**Run 1: signal wires by layer**

Only two layers are drawn.
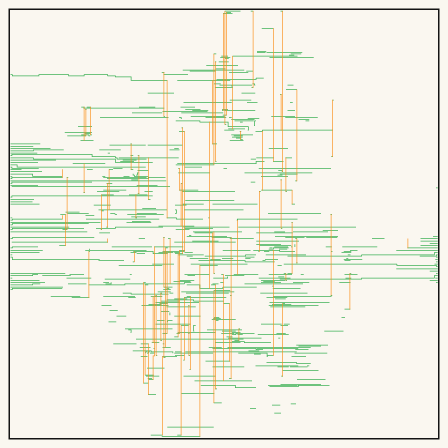
**Run 1: signal wires on met4**

Supply wires on this layer in grey.
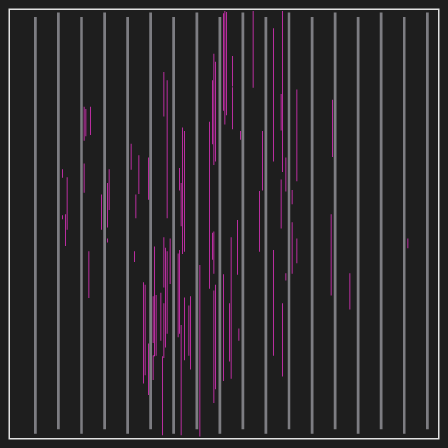
**Run 1: clock routing**

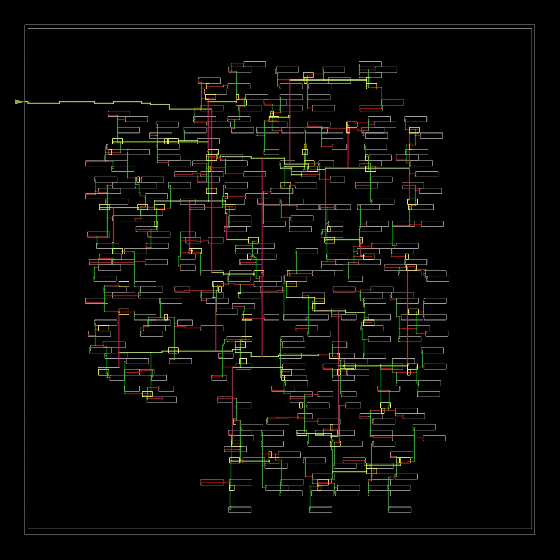
**Run 1: signal wires on met1**

Supply wires on this layer in grey.
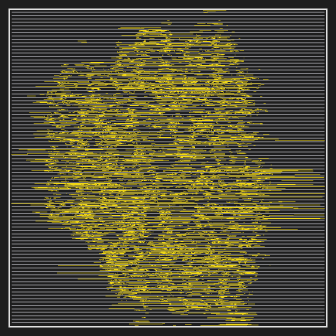
File: src/rtl/wb_store_forwarder_pkg.sv
// wb_store_forwarder_pkg
// Shared types and default sizing for the writeback store-forwarding slice.
//   FWD_MAX_IDS      : in-flight instruction IDs (power of 2)
//   FWD_NUM_WB_PORTS : writeback retire ports snooped
//   id_t             : instruction ID
//   wb_retire_t      : one retire port bundled {valid, id, data}
//   fwd_state_t      : forwarding responder FSM state
package wb_store_forwarder_pkg;

    localparam int FWD_MAX_IDS      = 8;
    localparam int FWD_NUM_WB_PORTS = 3;
    localparam int FWD_ID_W         = $clog2(FWD_MAX_IDS);
    localparam int FWD_DATA_W       = 32;

    typedef logic [FWD_ID_W-1:0]   id_t;
    typedef logic [FWD_DATA_W-1:0] fwd_data_t;

    typedef struct packed {
        logic      valid;
        id_t       id;
        fwd_data_t data;
    } wb_retire_t;

    typedef enum logic [1:0] {
        IDLE = 2'd0,
        WAIT = 2'd1,
        DONE = 2'd2
    } fwd_state_t;

endpackage

File: src/rtl/wb_store_forwarder_if.sv
// wb_store_forwarder_if
// Store-queue <-> writeback forwarding handshake.
//   waiting   : queue requests the result of id_needed
//   id_needed : requested producer ID, meaningful only with waiting
//   ack       : queue has consumed data; only legal while id_done=1
//   id_done   : data is valid and held until ack (or flush/reset)
//   data      : forwarded 32-bit result
// Handshake: waiting is a request strobe taken only when the responder is
// idle; once taken, id_done stays high with data stable until the cycle in
// which ack is seen, and drops the following cycle. A flush or reset
// abandons the request from any state.
// Modports: master = store queue, slave = forwarder.
interface wb_store_forwarder_if
    import wb_store_forwarder_pkg::*;
#(
    parameter int ID_W = FWD_ID_W
);
    logic            waiting;
    logic [ID_W-1:0] id_needed;
    logic            ack;
    logic            id_done;
    logic [31:0]     data;

    modport master (
        output waiting,
        output id_needed,
        output ack,
        input  id_done,
        input  data
    );

    modport slave (
        input  waiting,
        input  id_needed,
        input  ack,
        output id_done,
        output data
    );
endinterface

File: src/rtl/wb_store_forwarder_result_buffer.sv
// wb_result_buffer
// Per-ID result store snooping every writeback retire port.
//   clk, rst     : clock, synchronous active-high reset (clears retired only)
//   issue_valid  : an ID is being (re)allocated; clears its retired bit
//   issue_id     : ID being allocated
//   retire       : NUM_WB_PORTS retire bundles {valid, id, data}
//   rd_id        : ID looked up (asynchronous read)
//   rd_data      : stored result for rd_id
//   rd_retired   : rd_id has retired since its last allocation
module wb_result_buffer
    import wb_store_forwarder_pkg::*;
#(
    parameter int MAX_IDS      = FWD_MAX_IDS,
    parameter int NUM_WB_PORTS = FWD_NUM_WB_PORTS
) (
    input  logic                          clk,
    input  logic                          rst,
    input  logic                          issue_valid,
    input  id_t                           issue_id,
    input  wb_retire_t [NUM_WB_PORTS-1:0] retire,
    input  id_t                           rd_id,
    output fwd_data_t                     rd_data,
    output logic                          rd_retired
);

    // Data array is deliberately not reset: an entry is only trusted when
    // its retired bit is set, and that vector is reset.
    fwd_data_t          mem [MAX_IDS];
    logic [MAX_IDS-1:0] retired_q;

    // Walking ports from highest to lowest index makes the lowest port's
    // write the last one scheduled, so it wins on a same-ID collision.
    always_ff @(posedge clk) begin
        for (int p = NUM_WB_PORTS - 1; p >= 0; p--) begin
            if (retire[p].valid) begin
                mem[retire[p].id] <= retire[p].data;
            end
        end
    end

    // Clear first, set after: a set on the same ID in the same cycle wins.
    always_ff @(posedge clk) begin
        if (rst) begin
            retired_q <= '0;
        end else begin
            if (issue_valid) begin
                retired_q[issue_id] <= 1'b0;
            end
            for (int p = 0; p < NUM_WB_PORTS; p++) begin
                if (retire[p].valid) begin
                    retired_q[retire[p].id] <= 1'b1;
                end
            end
        end
    end

    assign rd_data    = mem[rd_id];
    assign rd_retired = retired_q[rd_id];

    // Collision flags: both cases are excluded by ID allocation.
    logic issue_retire_clash;
    logic dup_retire;

    always_comb begin
        issue_retire_clash = 1'b0;
        dup_retire         = 1'b0;
        for (int p = 0; p < NUM_WB_PORTS; p++) begin
            if (issue_valid && retire[p].valid && (retire[p].id == issue_id)) begin
                issue_retire_clash = 1'b1;
            end
            for (int q = p + 1; q < NUM_WB_PORTS; q++) begin
                if (retire[p].valid && retire[q].valid && (retire[p].id == retire[q].id)) begin
                    dup_retire = 1'b1;
                end
            end
        end
    end

    a_no_issue_retire_clash: assert property (
        @(posedge clk) disable iff (rst) !issue_retire_clash
    );

    a_no_dup_retire: assert property (
        @(posedge clk) disable iff (rst) !dup_retire
    );

endmodule

File: src/rtl/wb_store_forwarder.sv
// wb_store_forwarder
// Writeback-side responder of the store-forwarding handshake. Supplies the
// 32-bit result of the instruction named by id_needed, either from the
// per-ID result buffer (producer already retired) or straight off a retire
// port (producer retiring now or later), and holds id_done until ack.
//   clk, rst        : clock, synchronous active-high reset
//   gc_issue_flush  : abandons any outstanding request (buffer untouched)
//   issue_valid     : ID (re)allocation strobe
//   issue_id        : ID being allocated
//   retire_valid    : per-port retire strobe
//   retire_id       : per-port retiring ID
//   retire_data     : per-port result
//   fwd             : forwarding handshake (slave side)
//   dbg_state       : current FSM state
module wb_store_forwarder
    import wb_store_forwarder_pkg::*;
#(
    parameter int MAX_IDS      = FWD_MAX_IDS,
    parameter int NUM_WB_PORTS = FWD_NUM_WB_PORTS,
    localparam int ID_W        = $clog2(MAX_IDS)
) (
    input  logic                               clk,
    input  logic                               rst,
    input  logic                               gc_issue_flush,
    input  logic                               issue_valid,
    input  logic [ID_W-1:0]                    issue_id,
    input  logic [NUM_WB_PORTS-1:0]            retire_valid,
    input  logic [NUM_WB_PORTS-1:0][ID_W-1:0]  retire_id,
    input  logic [NUM_WB_PORTS-1:0][31:0]      retire_data,
    wb_store_forwarder_if.slave                fwd,
    output fwd_state_t                         dbg_state
);

    wb_retire_t [NUM_WB_PORTS-1:0] retire;

    always_comb begin
        for (int p = 0; p < NUM_WB_PORTS; p++) begin
            retire[p].valid = retire_valid[p];
            retire[p].id    = retire_id[p];
            retire[p].data  = retire_data[p];
        end
    end

    fwd_state_t state_q;
    fwd_state_t state_n;
    id_t        needed_id_r;
    fwd_data_t  data_r;

    id_t        req_id;
    logic       live_hit;
    fwd_data_t  live_data;
    fwd_data_t  buf_data;
    logic       buf_hit;

    logic       capture;
    fwd_data_t  capture_data;
    logic       load_needed;

    wb_result_buffer #(
        .MAX_IDS      (MAX_IDS),
        .NUM_WB_PORTS (NUM_WB_PORTS)
    ) u_result_buffer (
        .clk         (clk),
        .rst         (rst),
        .issue_valid (issue_valid),
        .issue_id    (issue_id),
        .retire      (retire),
        .rd_id       (req_id),
        .rd_data     (buf_data),
        .rd_retired  (buf_hit)
    );

    // The ID being matched is the live request while idle and the latched
    // request while waiting. Port scan runs high-to-low so the lowest
    // matching port is the one left in live_data.
    always_comb begin
        req_id    = (state_q == IDLE) ? fwd.id_needed : needed_id_r;
        live_hit  = 1'b0;
        live_data = '0;
        for (int p = NUM_WB_PORTS - 1; p >= 0; p--) begin
            if (retire[p].valid && (retire[p].id == req_id)) begin
                live_hit  = 1'b1;
                live_data = retire[p].data;
            end
        end
    end

    always_comb begin
        state_n      = state_q;
        capture      = 1'b0;
        load_needed  = 1'b0;
        // A live retire beats the buffer, which may still hold an older
        // value for this ID until the write lands at the clock edge.
        capture_data = live_hit ? live_data : buf_data;

        case (state_q)
            IDLE: begin
                if (fwd.waiting) begin
                    if (live_hit || buf_hit) begin
                        capture = 1'b1;
                        state_n = DONE;
                    end else begin
                        load_needed = 1'b1;
                        state_n     = WAIT;
                    end
                end
            end
            WAIT: begin
                // The buffer cannot turn a miss into a hit without a retire
                // on this ID, so only the live ports are examined here.
                if (live_hit) begin
                    capture = 1'b1;
                    state_n = DONE;
                end
            end
            DONE: begin
                if (fwd.ack) begin
                    state_n = IDLE;
                end
            end
            default: begin
                state_n = IDLE;
            end
        endcase

        if (gc_issue_flush) begin
            state_n     = IDLE;
            capture     = 1'b0;
            load_needed = 1'b0;
        end
    end

    always_ff @(posedge clk) begin
        if (rst) begin
            state_q     <= IDLE;
            needed_id_r <= '0;
            data_r      <= '0;
        end else begin
            state_q <= state_n;
            if (load_needed) begin
                needed_id_r <= fwd.id_needed;
            end
            if (capture) begin
                data_r <= capture_data;
            end
        end
    end

    assign fwd.id_done = (state_q == DONE);
    assign fwd.data    = data_r;
    assign dbg_state   = state_q;

    // Queue-side protocol: ack only while data is held; a request repeated
    // while waiting must name the same ID; never ack and request together.
    a_ack_only_in_done: assert property (
        @(posedge clk) disable iff (rst) !(fwd.ack && (state_q != DONE))
    );

    a_wait_same_id: assert property (
        @(posedge clk) disable iff (rst)
        !((state_q == WAIT) && fwd.waiting && (fwd.id_needed != needed_id_r))
    );

    a_no_ack_with_waiting: assert property (
        @(posedge clk) disable iff (rst) !(fwd.ack && fwd.waiting)
    );

endmodule
File: src/flat_wrapper.sv
// flat-port wrapper written by rule: the top's interface ports become plain ports
module wb_store_forwarder_flat import wb_store_forwarder_pkg::*;
#(
    parameter int MAX_IDS      = FWD_MAX_IDS,
    parameter int NUM_WB_PORTS = FWD_NUM_WB_PORTS,
    localparam int ID_W        = $clog2(MAX_IDS)
)
  (clk, rst, gc_issue_flush, issue_valid, issue_id, retire_valid, retire_id, retire_data, dbg_state, fwd_waiting, fwd_id_needed, fwd_ack, fwd_id_done, fwd_data);
  wb_store_forwarder_if fwd_i ();
  input  logic clk;
  input  logic rst;
  input  logic gc_issue_flush;
  input  logic issue_valid;
  input  logic [ID_W-1:0] issue_id;
  input  logic [NUM_WB_PORTS-1:0] retire_valid;
  input  logic [NUM_WB_PORTS-1:0][ID_W-1:0] retire_id;
  input  logic [NUM_WB_PORTS-1:0][31:0] retire_data;
  output fwd_state_t dbg_state;
  input wire logic [$bits(fwd_i.waiting)-1:0] fwd_waiting;
  input wire logic [$bits(fwd_i.id_needed)-1:0] fwd_id_needed;
  input wire logic [$bits(fwd_i.ack)-1:0] fwd_ack;
  output wire logic [$bits(fwd_i.id_done)-1:0] fwd_id_done;
  output wire logic [$bits(fwd_i.data)-1:0] fwd_data;
  assign fwd_i.waiting = fwd_waiting;
  assign fwd_i.id_needed = fwd_id_needed;
  assign fwd_i.ack = fwd_ack;
  assign fwd_id_done = fwd_i.id_done;
  assign fwd_data = fwd_i.data;
  wb_store_forwarder #(.MAX_IDS(MAX_IDS), .NUM_WB_PORTS(NUM_WB_PORTS)) u_core (.clk(clk), .rst(rst), .gc_issue_flush(gc_issue_flush), .issue_valid(issue_valid), .issue_id(issue_id), .retire_valid(retire_valid), .retire_id(retire_id), .retire_data(retire_data), .fwd(fwd_i), .dbg_state(dbg_state));
endmodule
File: config.mk
export PLATFORM = sky130hd
export DESIGN_NAME = wb_store_forwarder_flat
export DESIGN_NICKNAME = d
export VERILOG_FILES = /design/src/rtl/wb_store_forwarder_pkg.sv /design/src/rtl/wb_store_forwarder_if.sv /design/src/rtl/wb_store_forwarder_result_buffer.sv /design/src/rtl/wb_store_forwarder.sv /design/src/flat_wrapper.sv
export SDC_FILE = /design/constraint.sdc
export NUM_CORES = 1
export LEC_CHECK = 0
export CORE_UTILIZATION = 30
export CTS_BUF_LIST = sky130_fd_sc_hd__clkbuf_8
export CTS_CLUSTER_SIZE = 12
export DETAILED_ROUTE_END_ITERATION = 6
export DONT_BUFFER_PORTS = 1
export GPL_ROUTABILITY_DRIVEN = 0
export RECOVER_POWER = 100
export SLEW_MARGIN = 5
export SYNTH_ARGS = -nofsm -noshare
export SYNTH_HDL_FRONTEND = slang
export SYNTH_HIERARCHICAL = 1
export SYNTH_SLANG_ARGS = --single-unit
File: constraint.sdc
create_clock -name clk -period 3.6 [get_ports clk]
set_clock_uncertainty 0.15 [all_clocks]
set_input_delay 0.36 -clock clk [delete_from_list [all_inputs] [get_ports clk]]
set_output_delay 0.36 -clock clk [all_outputs]
set_load 0.02 [all_outputs]
==> out/results.ini, run 1 <==
[status]
status=finished with violations
violations=max-capacitance violations, max-slew violations

[timing]
fmax_mhz=288
period_minus_slack_ns=3.47
finalHoldViolCount=0
slew_violations=445
setup_slack_ns=0.130
setup_viol=0

[yosys]
adder_share_pct=0
synth_nets=1881
synthDistinctLibCells=63
yosys_area_sq_um=18700
ys_cells=1761
syn_area_per_cell_sq_um=10.6
ys_seq_share_pct=45.8
xor_share_pct=0.421

[finish]
layout_top_cells=mux2i_1 (256), edfxtp_1 (256), nand2_1 (229)
clk_share_pct=4.20
buffer_area_share_pct=10.3
nFillCells=6167
largest_cell_class=combinational gates
antenna_cells=3
nets=1933
num-clock-buffers=55

[critical_path]
rrSetupSlack_ns=0.13
rr_worst_depth=9
slowest_delay_ns=0.71
crit_start=u_core/dbg_state[0]$_SDFFE_PP0P_

[die]
die_h_um=252
boundaryPins=155
die_x_um=252
dieArea_sq_um=63500

[global_routing]
met3_usage_pct=5.58
grt_max_degree=66

[placed_design]
dpl_cell_area_sq_um=19200
post-place-cells=2409
dpl.hpwl_um=39900

[pwr]
power_switching_mw=2.71
seq_power_mw=4.35
p_clk_share_pct=31.5

[job]
cap_viol_max_count=11

[clock_network]
numCtsBuffers=51
clk_pin_slew_worst_paths_ns=0.06

[routing]
drc_errors=0

[min_path]
hold_start=retire_data[63]

Notes on 'signal wires by layer' above:
legend:
  orange:
    layer: M4
    wire_length: 3,070 um
  green:
    layer: M3
    wire_length: 7,160 um
WL/cell: 26.2 um
via count: 15.4k
drt total wl: 70,500 um

Notes on 'signal wires on met4' above:
main direction: vertical
share of all routed wire: 4.4%
wire length on this layer: 3,070 um
nets with wire on the layer: 55

Notes on 'clock routing' above:
Clock Sinks: 301
Worst-Skew Late Latency: 0.61 ns
Clk. pwr: 2.86 mW

Notes on 'signal wires on met1' above:
longest straight run: 89.7 um
share of all routed wire: 38%
main direction: horizontal
M1 GR Usage: 27.0%

==> run 1 -> run 2 <==
--- a/config.mk
+++ b/config.mk
@@ -5,6 +5,7 @@
 export SDC_FILE = /design/constraint.sdc
 export NUM_CORES = 1
 export LEC_CHECK = 0
+export ABC_AREA = 0
 export CORE_UTILIZATION = 30
 export CTS_BUF_LIST = sky130_fd_sc_hd__clkbuf_8
 export CTS_CLUSTER_SIZE = 12
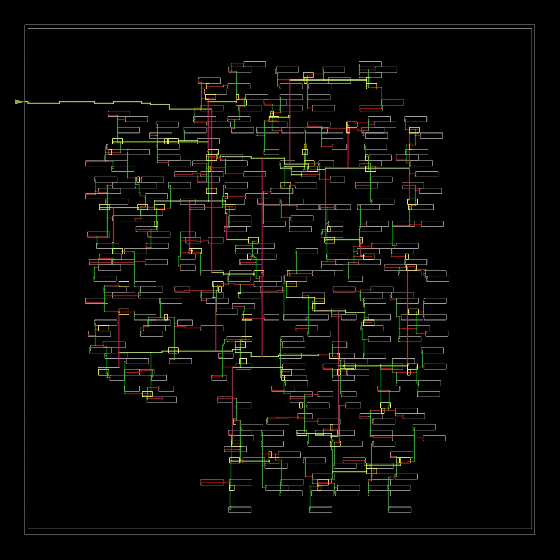
**Above:** run 2 (clock routing).
total CTS buffers: 51
clock buffers: 55

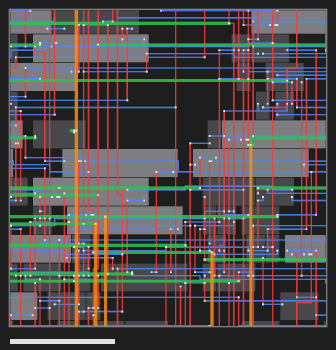
**Above:** run 2 (zoomed window).
Scale bar: 10 um. Region (111, 111) to (141, 141) um. Cells in grey, sequential cells in the stronger grey; small squares are vias.
legend:
  blue:
    layer: M1
  red:
    layer: M2
  green:
    layer: M3
  orange:
    layer: M4
sequential cells in the window: 9
netlist names of flops here include: u_core/u_result_buffer/mem (9)
most frequent: edfxtp_1 (9), mux2i_1 (7), nand2_1 (5)
cells with their middle in the window: 37

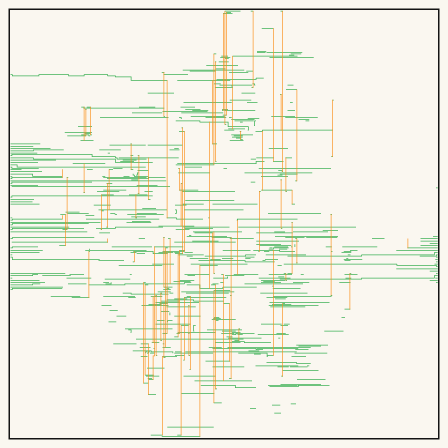
**Above:** run 2 (signal wires by layer).
Only two layers are drawn.
legend:
  orange:
    layer: M4
    wire_length: 3,070 um
  green:
    layer: M3
    wire_length: 7,160 um
gr usage total: 21.8%

==> run 2 against run 1 <==
  * The flow still finishes with violations (max-capacitance violations, max-slew violations)
  * Synthesized cell count did not move
  * Clock-buffer cell count is the same
  * Critical path depth unchanged
  * Die area stayed put
  * Combinational power about the same
  * Final area stayed put
  * Area after synthesis is the same
  * Core utilization is the same
  * Register-to-register slack about the same
  * Cell count unchanged
  * Largest cell class unchanged
  * Largest power group unchanged
==> out/results.ini, run 2 <==
[status]
status=finished with violations
violations=max-capacitance violations, max-slew violations

[placed_design]
dpl.hpwl_um=39900  ; unchanged
post-place-cells=2409  ; unchanged

[routing]
drt-total-wl_um=70500  ; unchanged
drc_errors=0  ; unchanged
drt-wirelength-per-cell_um=26.2  ; unchanged
vias=15400  ; unchanged

[pwr]
seq_power_mw=4.35  ; about the same
power_switching_mw=2.71  ; unchanged
p_clk_share_pct=31.5  ; about the same

[die]
dieArea_sq_um=63500  ; unchanged
die_x_um=252  ; unchanged
die_h_um=252  ; unchanged

[clock_network]
clk_latency_ns=0.61  ; about the same
clock_sinks=301  ; unchanged
clk_pin_slew_worst_paths_ns=0.06  ; about the same

[critical_path]
rrSetupSlack_ns=0.13  ; about the same
slowest_delay_ns=0.71  ; about the same

[yosys]
adder_share_pct=0  ; unchanged
ys_seq_share_pct=45.8  ; unchanged
synthDistinctLibCells=63  ; unchanged
ys_cells=1761  ; unchanged
xor_share_pct=0.421  ; unchanged

[timing]
setup_slack_ns=0.130  ; unchanged
setup_viol=0  ; unchanged
slew_violations=445  ; unchanged
finalHoldViolCount=0  ; unchanged
fmax_mhz=288  ; unchanged
period_minus_slack_ns=3.47  ; unchanged

[finish]
buffer_area_share_pct=10.3  ; unchanged
nFillCells=6167  ; unchanged
clk_share_pct=4.20  ; unchanged
largest_cell_class=combinational gates

[global_routing]
grtUsageMet1_pct=27.0  ; unchanged
grt_max_degree=66  ; unchanged

[min_path]
hold_start=retire_data[63]

[job]
cap_viol_max_count=11  ; unchanged

==> run 2 -> run 3 <==
--- a/config.mk
+++ b/config.mk
@@ -13,7 +13,7 @@
 export DONT_BUFFER_PORTS = 1
 export GPL_ROUTABILITY_DRIVEN = 0
 export RECOVER_POWER = 100
-export SLEW_MARGIN = 5
+export SLEW_MARGIN = 20
 export SYNTH_ARGS = -nofsm -noshare
 export SYNTH_HDL_FRONTEND = slang
 export SYNTH_HIERARCHICAL = 1
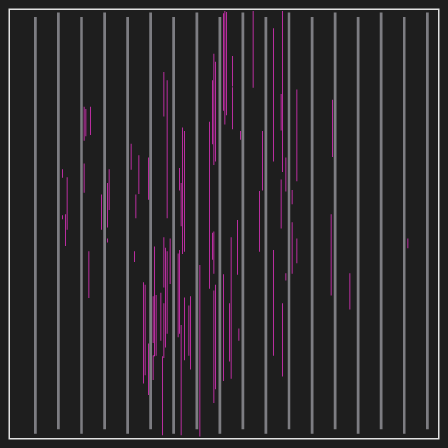
**Above:** run 3 (signal wires on met4).
Supply wires on this layer in grey.
share of all routed wire: 4.4%
longest straight run: 101 um
main direction: vertical
wire length on this layer: 3,070 um
nets with wire on the layer: 55

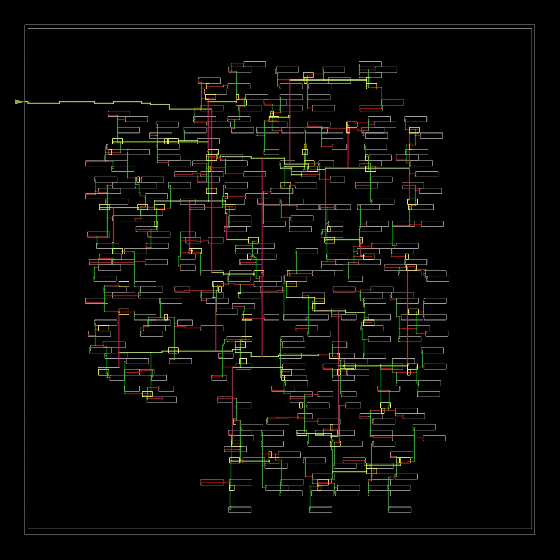
**Above:** run 3 (clock routing).
seq_cells: 301

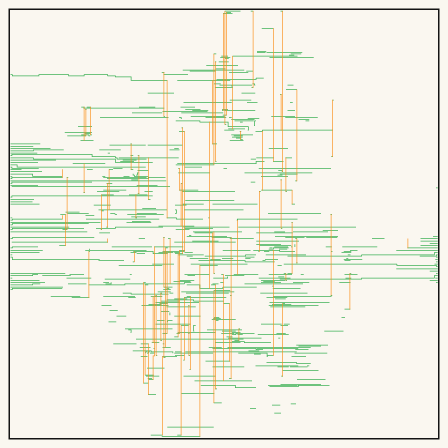
**Above:** run 3 (signal wires by layer).
Only two layers are drawn.
legend:
  green:
    layer: M3
    wire_length: 7,160 um
  orange:
    layer: M4
    wire_length: 3,070 um

==> run 3 against run 2 <==
  * The run still ends with max-capacitance violations, max-slew violations left
  * Hold slack unchanged
  * Clock-buffer cell count unchanged
  * Final area unchanged
  * Sequential power about the same
  * Synthesized cell count unchanged
  * Wire length unchanged
  * Core utilization unchanged
  * Critical path depth unchanged
  * Fmax unchanged
  * Critical endpoint unchanged
  * Largest power group unchanged
==> out/results.ini, run 3 <==
[global_routing]
grt_busiest_layer=met2
grt_pass1_vias=15300
grt_use_met2_pct=35.9
track_usage_pct=21.8  ; unchanged
grtUsageMet1_pct=27.0  ; unchanged
grt_antenna_before_repair=5
grt_max_degree=66  ; unchanged

[critical_path]
slowest_delay_ns=0.71  ; about the same
crit_path_top_delay_cell=clkbuf_2
cp-start-kind=flop
rrSetupSlack_ns=0.13  ; about the same
crit_arrival_ns=3.87
crit_path_max_fanout=32
crit_start=u_core/dbg_state[0]$_SDFFE_PP0P_
path_cells=nor2_4, mux2i_2, inv_2, mux4_2, mux2_2, and3_2, o31ai_1, clkbuf_2, a32o_1
rr_worst_depth=9
critPathKind=reg -> reg

[pwr]
p_clk_share_pct=31.5  ; about the same
power_switching_mw=2.71  ; unchanged
swShare_pct=29.9
peakVddDrop_uv=225
seq_power_mw=4.35  ; about the same

[die]
fp-utilization_pct=30.4
die_x_um=252  ; unchanged
dieArea_sq_um=63500  ; unchanged
rows=91
die_h_um=252  ; unchanged

[clock_network]
clk_latency_ns=0.61  ; about the same
clockBufferDepth=3
clk_pin_slew_worst_paths_ns=0.06  ; about the same
postCtsHoldBufs=188
numCtsBuffers=51  ; unchanged
cts-root-buf=clkbuf_8
clock_sinks=301  ; unchanged

[yosys]
adder_share_pct=0  ; unchanged
syn_area_per_cell_sq_um=10.6
xor_share_pct=0.421  ; unchanged
synthDistinctLibCells=63  ; unchanged
edf_count=256
ys_top_logic_family=multiplexers
top_area_share_pct=41.0
aoi_share_pct=14.1
netlist_instances=1761
ff_type=edfxtp_1
ys_seq_share_pct=45.8  ; unchanged
ys_ff=301
syn_area_sq_um=18700
yosys_area_sq_um=18700
ys_cells=1761  ; unchanged
top_cells_by_count=edfxtp_1 (256), mux2i_1 (256), nand2_1 (231)

[timing]
period_minus_slack_ns=3.47  ; unchanged
setup_viol=0  ; unchanged
hold_slack_ns=0.0260
slew_violations=445  ; unchanged
finalHoldViolCount=0  ; unchanged
setup_slack_ns=0.130  ; unchanged
fmax_mhz=288  ; unchanged

[job]
cap_viol_max_count=11  ; unchanged

[routing]
dr_wl_met3_um=7160
antenna_left=0
first_iter_violations=1544
drt-total-wl_um=70500  ; unchanged
met2WireLength_um=33100
drt-wirelength-per-cell_um=26.2  ; unchanged
dr.pass1.iters=6
vias=15400  ; unchanged
drc_errors=0  ; unchanged

[finish]
clk_share_pct=4.20  ; unchanged
buffer_area_share_pct=10.3  ; unchanged
inv_count=5
seq-cell-share_pct=39.3
antenna_cells=3
largest_cell_class=combinational gates
num-clock-buffers=55  ; unchanged
comb_share_pct=41.4
logic_gates=1211
nFillCells=6167  ; unchanged

[status]
status=finished with violations
violations=max-capacitance violations, max-slew violations

[min_path]
hold_start=retire_data[63]
hold_path.class=in -> reg

[placed_design]
post-place-cells=2409  ; unchanged
dpl.hpwl_um=39900  ; unchanged
io_buffers=0
dpl_cell_area_sq_um=19200

Power and IR drop assume default switching activity.
